==> config.mk <==
export PLATFORM = sky130hd
export DESIGN_NAME = gap_argmax_classifier
export DESIGN_NICKNAME = d
export VERILOG_FILES = /design/src/rtl/gap_cls_pkg.sv /design/src/rtl/fp32_cmp_gt.sv /design/src/rtl/gap_argmax_classifier.sv
export SDC_FILE = /design/constraint.sdc
export NUM_CORES = 1
export LEC_CHECK = 0
export ABC_CLOCK_PERIOD_IN_PS = 6300
export CAP_MARGIN = 20
export CORE_AREA = 5 5 210 171
export DETAILED_ROUTE_END_ITERATION = 8
export DIE_AREA = 0 0 215 176
export PLACE_DENSITY_LB_ADDON = 0.1
export RECOVER_POWER = 100
export SYNTH_ARGS = -nofsm -noshare
export SYNTH_HDL_FRONTEND = slang
export SYNTH_HIERARCHICAL = 1
export SYNTH_SLANG_ARGS = --single-unit
==> constraint.sdc <==
create_clock -name clk -period 6.3 [get_ports clk]
set_input_delay 0.63 -clock clk [delete_from_list [all_inputs] [get_ports clk]]
set_output_delay 0.63 -clock clk [all_outputs]
set_load 0.05 [all_outputs]
==> src/rtl/gap_cls_pkg.sv <==
// Shared definitions for the classifier back end.
//   - FP32 field masks used by the ordering comparator
//   - default class count
//   - scan FSM state encoding
//   - fp_is_nan: true for exp==all-ones with a non-zero mantissa
package gap_cls_pkg;

  localparam logic [31:0] SIGN_MASK = 32'h8000_0000;
  localparam logic [31:0] EXP_MASK  = 32'h7F80_0000;
  localparam logic [31:0] MANT_MASK = 32'h007F_FFFF;

  localparam int NUM_CLASS_DEF = 7;

  typedef enum logic {
    IDLE = 1'b0,
    SCAN = 1'b1
  } state_t;

  function automatic logic fp_is_nan(input logic [31:0] x);
    return ((x & EXP_MASK) == EXP_MASK) && ((x & MANT_MASK) != 32'h0);
  endfunction

endpackage

==> src/rtl/fp32_cmp_gt.sv <==
// Combinational FP32 "strictly greater" compare with a total ordering.
//   a, b   : raw IEEE-754 single-precision bits
//   a_gt_b : 1 when a ranks strictly above b
// Ordering: NaN ranks below -inf (and NaN never beats NaN), -0 equals +0,
// everything else follows the sign-folded unsigned key so denormals and
// infinities need no special handling.
module fp32_cmp_gt
  import gap_cls_pkg::*;
(
  input  logic [31:0] a,
  input  logic [31:0] b,
  output logic        a_gt_b
);

  logic        a_nan, b_nan;
  logic [31:0] a_n, b_n, key_a, key_b;

  assign a_nan = fp_is_nan(a);
  assign b_nan = fp_is_nan(b);

  // Fold -0 onto +0 so the two compare equal.
  assign a_n = (a == SIGN_MASK) ? 32'h0 : a;
  assign b_n = (b == SIGN_MASK) ? 32'h0 : b;

  // Positive: set the sign bit so positives sit above negatives.
  // Negative: invert so larger magnitude gives a smaller key.
  assign key_a = a_n[31] ? ~a_n : (a_n ^ SIGN_MASK);
  assign key_b = b_n[31] ? ~b_n : (b_n ^ SIGN_MASK);

  always_comb begin
    if (a_nan)      a_gt_b = 1'b0;
    else if (b_nan) a_gt_b = 1'b1;
    else            a_gt_b = (key_a > key_b);
  end

endmodule

==> src/rtl/gap_argmax_classifier.sv <==
// Argmax over the pooled class-score vector.
//   clk, rst  : single clock, synchronous active-high reset
//   Data_In   : NUM_CLASS packed FP32 scores, class k at word k
//   Valid_In  : Data_In valid; accepted only when idle
//   Busy      : scan in progress
//   Class_Out : index of the winning score (held until next result)
//   Max_Out   : raw bits of the winning score (held until next result)
//   Valid_Out : one-cycle result strobe
//   Overrun   : one-cycle strobe, a vector arrived while busy and was dropped
// One compare per clock; result strobes NUM_CLASS-1 edges after capture.
module gap_argmax_classifier
  import gap_cls_pkg::*;
#(
  parameter int DATA_WIDHT = 32,
  parameter int NUM_CLASS  = NUM_CLASS_DEF,
  parameter int IDX_W      = $clog2(NUM_CLASS)
) (
  input  logic                            clk,
  input  logic                            rst,
  input  logic [DATA_WIDHT*NUM_CLASS-1:0] Data_In,
  input  logic                            Valid_In,
  output logic                            Busy,
  output logic [IDX_W-1:0]                Class_Out,
  output logic [DATA_WIDHT-1:0]           Max_Out,
  output logic                            Valid_Out,
  output logic                            Overrun
);

  localparam logic [IDX_W-1:0] LAST = IDX_W'(NUM_CLASS - 1);

  state_t                               state, state_nxt;
  logic [NUM_CLASS-1:0][DATA_WIDHT-1:0] cap_buf;
  logic [DATA_WIDHT-1:0]                best_val, cur_word, nxt_val;
  logic [IDX_W-1:0]                     best_idx, idx, nxt_idx;
  logic                                 cand_gt, load, done;

  assign Busy     = (state == SCAN);
  assign cur_word = cap_buf[idx];

  fp32_cmp_gt u_cmp (
    .a      (cur_word),
    .b      (best_val),
    .a_gt_b (cand_gt)
  );

  // Strict compare keeps the lowest index on ties.
  assign nxt_val = cand_gt ? cur_word : best_val;
  assign nxt_idx = cand_gt ? idx      : best_idx;

  always_ff @(posedge clk) begin
    if (rst) state <= IDLE;
    else     state <= state_nxt;
  end

  always_comb begin
    state_nxt = state;
    load      = 1'b0;
    done      = 1'b0;
    case (state)
      IDLE: if (Valid_In) begin
        load      = 1'b1;
        state_nxt = SCAN;
      end
      SCAN: if (idx == LAST) begin
        done      = 1'b1;
        state_nxt = IDLE;
      end
      default: state_nxt = IDLE;
    endcase
  end

  always_ff @(posedge clk) begin
    if (rst) begin
      cap_buf   <= '0;
      best_val  <= '0;
      best_idx  <= '0;
      idx       <= '0;
      Class_Out <= '0;
      Max_Out   <= '0;
      Valid_Out <= 1'b0;
      Overrun   <= 1'b0;
    end else begin
      Valid_Out <= done;
      Overrun   <= Busy && Valid_In;
      if (load) begin
        cap_buf  <= Data_In;
        best_val <= Data_In[DATA_WIDHT-1:0];
        best_idx <= '0;
        idx      <= IDX_W'(1);
      end else if (Busy) begin
        best_val <= nxt_val;
        best_idx <= nxt_idx;
        idx      <= idx + IDX_W'(1);
        // Final edge publishes the post-compare best directly.
        if (done) begin
          Class_Out <= nxt_idx;
          Max_Out   <= nxt_val;
        end
      end
    end
  end

endmodule

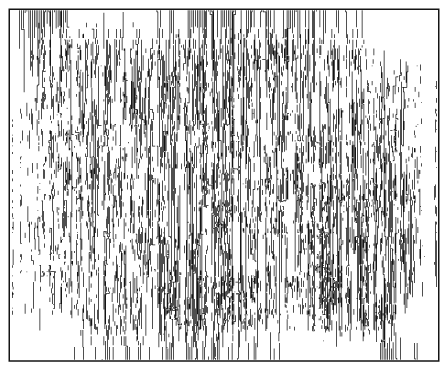
Fig. 1. Met2 routing.
- share of all routed wire: 45%
- nets with wire on the layer: 1815
drt total wl: 49400 µm
DR vias: 13700
met2 usage: 0.390

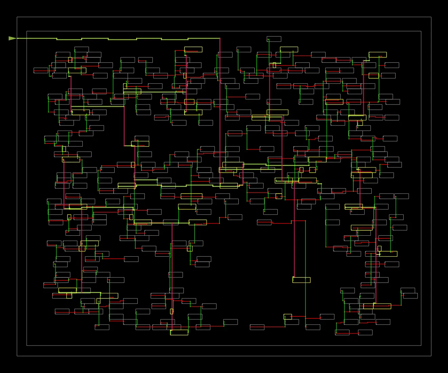
Fig. 2. The clock network.
CTS sink cnt: 300
Flop Count: 300

==> results_dict.tcl <==
# metrics dict for downstream scripts
set metrics [dict create \
    outcome "finished, violations left" \
    violations "capacitance limit, slew limit" \
    inv_count 37 \
    drive_above_1_share 0.0508 \
    seq_power_share 0.403 \
    synthToLayoutAreaGrowth_pct 25.7 \
    min_period_over_period 0.951 \
    peakVddDrop_mv 0.210 \
    critical_path_class "reg -> reg" \
    globalRouteMet3Util 0.0590 \
    top_usage_layer "met2" \
    regArea_um2 6010 \
    pg_comb_w 0.00118 \
    synth-seq-cells 300 \
    setup-tns-final_ns 0 \
    port_buffers 264 \
    path_cells "buf_4, o211ai_1, nand2_1, inv_1, nor4_1, nand4_1, nor3_2, buf_4, nor2_1, ha_1, and3_1, nand3_1, nor4_1, a211oi_1, maj3_2, a21oi_2, buf_4, mux2_2, a21oi_1, nor2_1" \
    cts_buffers 31 \
    powerSeq_w 0.00211 \
    clk-power_w 0.00196 \
    yosys-top-cells-count "548 x nand2_1, 300 x dfxtp_1, 242 x a21oi_1, 129 x mux2i_1, 87 x clkbuf_1" \
    holdPathEnd "cap_buf[136]$_SDFFE_PP0P_" \
    drv_cap 4 \
    n_fill_cell 3179 \
    n_antenna_cell 0 \
    p_switching_w 0.00157 \
    largest_area_cell "dfxtp_1" \
    route.detailed.drc 0 \
    synthAoiAreaFrac 0.184 \
    top_regs "cap_buf (224), Max_Out (32), best_val (32)" \
    cts.clk_slew.worst_paths_ns 0.06 \
    syn_area_per_cell_um2 7.94 \
    p_clk_frac 0.373 \
    nWellTaps 434 \
    drtIter0Drc 1148 \
    yosys.stat.seqShare 0.404 \
    grt_max_degree 225 \
    arrival_ns 6.42 \
    ys_warn_count 6 \
    pwr-share-comb 0.225 \
    initCoreUtil 0.445 \
    area_dominant_class "combinational gates" \
    grt.overflow.total 0 \
    tool_warnings 33 \
    min_period_ns 5.99 \
    swShare 0.299 \
    p_int_w 0.00368 \
    power_leakage_nw 7.11 \
    crit-reg2reg-launch "idx[0]$_SDFFE_PP0P_" \
    buffers 294 \
    clock-root-buffer "clkbuf_16" \
    rows 60 \
    grt_pass1_wl_um 74500 \
    synthesis.nets 2131 \
    cts_tree "built" \
    yosys.area_share.xor_xnor 0.0377 \
    clk_share 0.0580 \
    async_flop_share 0 \
    adder_share 0.0285 \
    cts_buffer_depth 3 \
    routedWlPerCell_um 19.8 \
    syn_area_um2 14900 \
    die_h_um 176 \
    gr-usage-met1 0.327 \
    multiInputCombCellCount 1376 \
    synth_cells 1871 \
    cp-start-kind "register" \
    top_register "cap_buf" \
    gp_congestion 0.980 \
    dp_hpwl_um 35800 \
    crit_path_end_kind "register" \
    crit_required_ns 6.73 \
    antenna_found_initial 1 \
    wl_met2_um 22200 \
    place_area_um2 17600 \
    synthDistinctLibCells 51 \
    synthMostInstantiatedCell "nand2_1" \
    power_density_nw_per_um2 281 \
    min_path_type "reg -> reg" \
    highest_layer "met5" \
    ys_chip_area_um2 14900 \
    top_logic_kind "simple AND/OR/NAND/NOR gates" \
    min-delay-start "cap_buf[136]$_SDFFE_PP0P_" \
    largest_reg_flops 224 \
    timing.fmax_mhz 167 \
    post-route-util 0.559 \
    top_cell_area_share 0.404 \
    cp_num_buf_inv 4 \
    htreeDepth 1 \
    chipArea_um2 37800 \
    wl_met1_um 22000 \
    regToRegSetupSlack_ns 0.31 \
    hold_buffers 0 \
    slew_headroom -0.651 \
    path_depth 20 \
    ys_sh_simple 0.195 \
    holdPathStages 2 \
    edf_count 0 \
    setup_viol 0 \
    ys_cells 1871 \
    tightest_slew_ns 2.48 \
    r2r_cells 20 \
    fin_skew_ns 0.0151 \
    pre_cts_ws_ns 0.188 \
    topCellsByArea "dfxtp_1 40%, nand2_1 14%, mux2i_1 8.7%" \
    cpPeakStageDelay_ns 0.61 \
    final_cell_area_um2 18700 \
    drv_slew 347 \
    worst_slack_ns 0.309 \
    hold_viol 0 \
    cp_top_family "simple AND/OR/NAND/NOR gates" \
    rsz0062_at_grt "no" \
    final_cell_mix "548 x nand2_1, 296 x dfxtp_1, 241 x a21oi_1" \
    track_usage 0.245 \
]
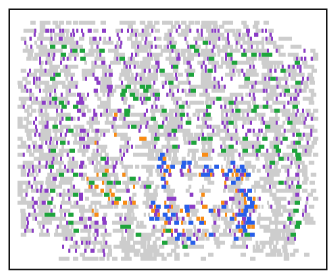
Fig. 3. Gate-type map.
- blue: xor and xnor cells (cells 64)
- purple: nand cells (cells 603; where widely spread)
- green: mux cells (cells 133; where widely spread)
- orange: nor cells (cells 75)
Cell Count, Final, Fillers Out: 2499
logic share of the area: 0.427
Top cell excl fill/tap: nand2_1

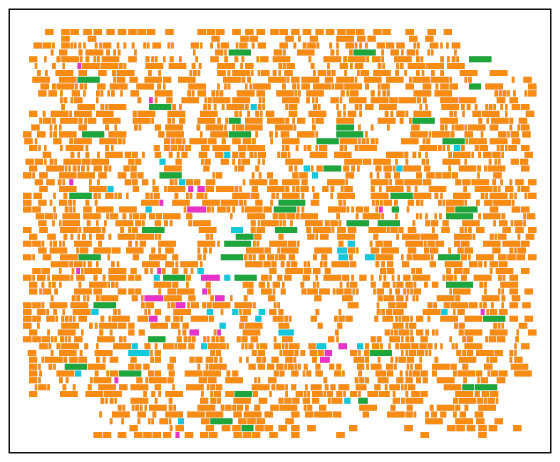
Fig. 4. Sizing map.
- green: x6 and larger (cells 47; share 2.3%)
- magenta: x2 (cells 24; share 1.2%)
- cyan: x3 and x4 (cells 34; share 1.6%)
- orange: x1 and smaller (cells 1960; share 95%)

-- repair_timing --
item                                    in CTS  in global routing
resized                                      0                  2
setup buffers                                0                  1
endpoints found under the setup margin       0                 59
-- worst max-delay path by stage --
stage | startpoint | slack [ns] | end
detailed placement | idx[2]$_SDFFE_PP0P_ | 0.19 | best_idx[0]$_SDFFE_PP0P_
CTS | idx[2]$_SDFFE_PP0P_ | 0.14 | best_idx[0]$_SDFFE_PP0P_
floorplan | idx[0]$_SDFFE_PP0P_ | 1.63 | Max_Out[0]$_SDFFE_PP0P_
global placement | idx[2]$_SDFFE_PP0P_ | 0.33 | best_idx[0]$_SDFFE_PP0P_
finish | idx[0]$_SDFFE_PP0P_ | 0.31 | best_idx[0]$_SDFFE_PP0P_
global route | idx[0]$_SDFFE_PP0P_ | 0.01 | best_val[1]$_SDFFE_PP0P_
Power is estimated from default activity; no workload was simulated.
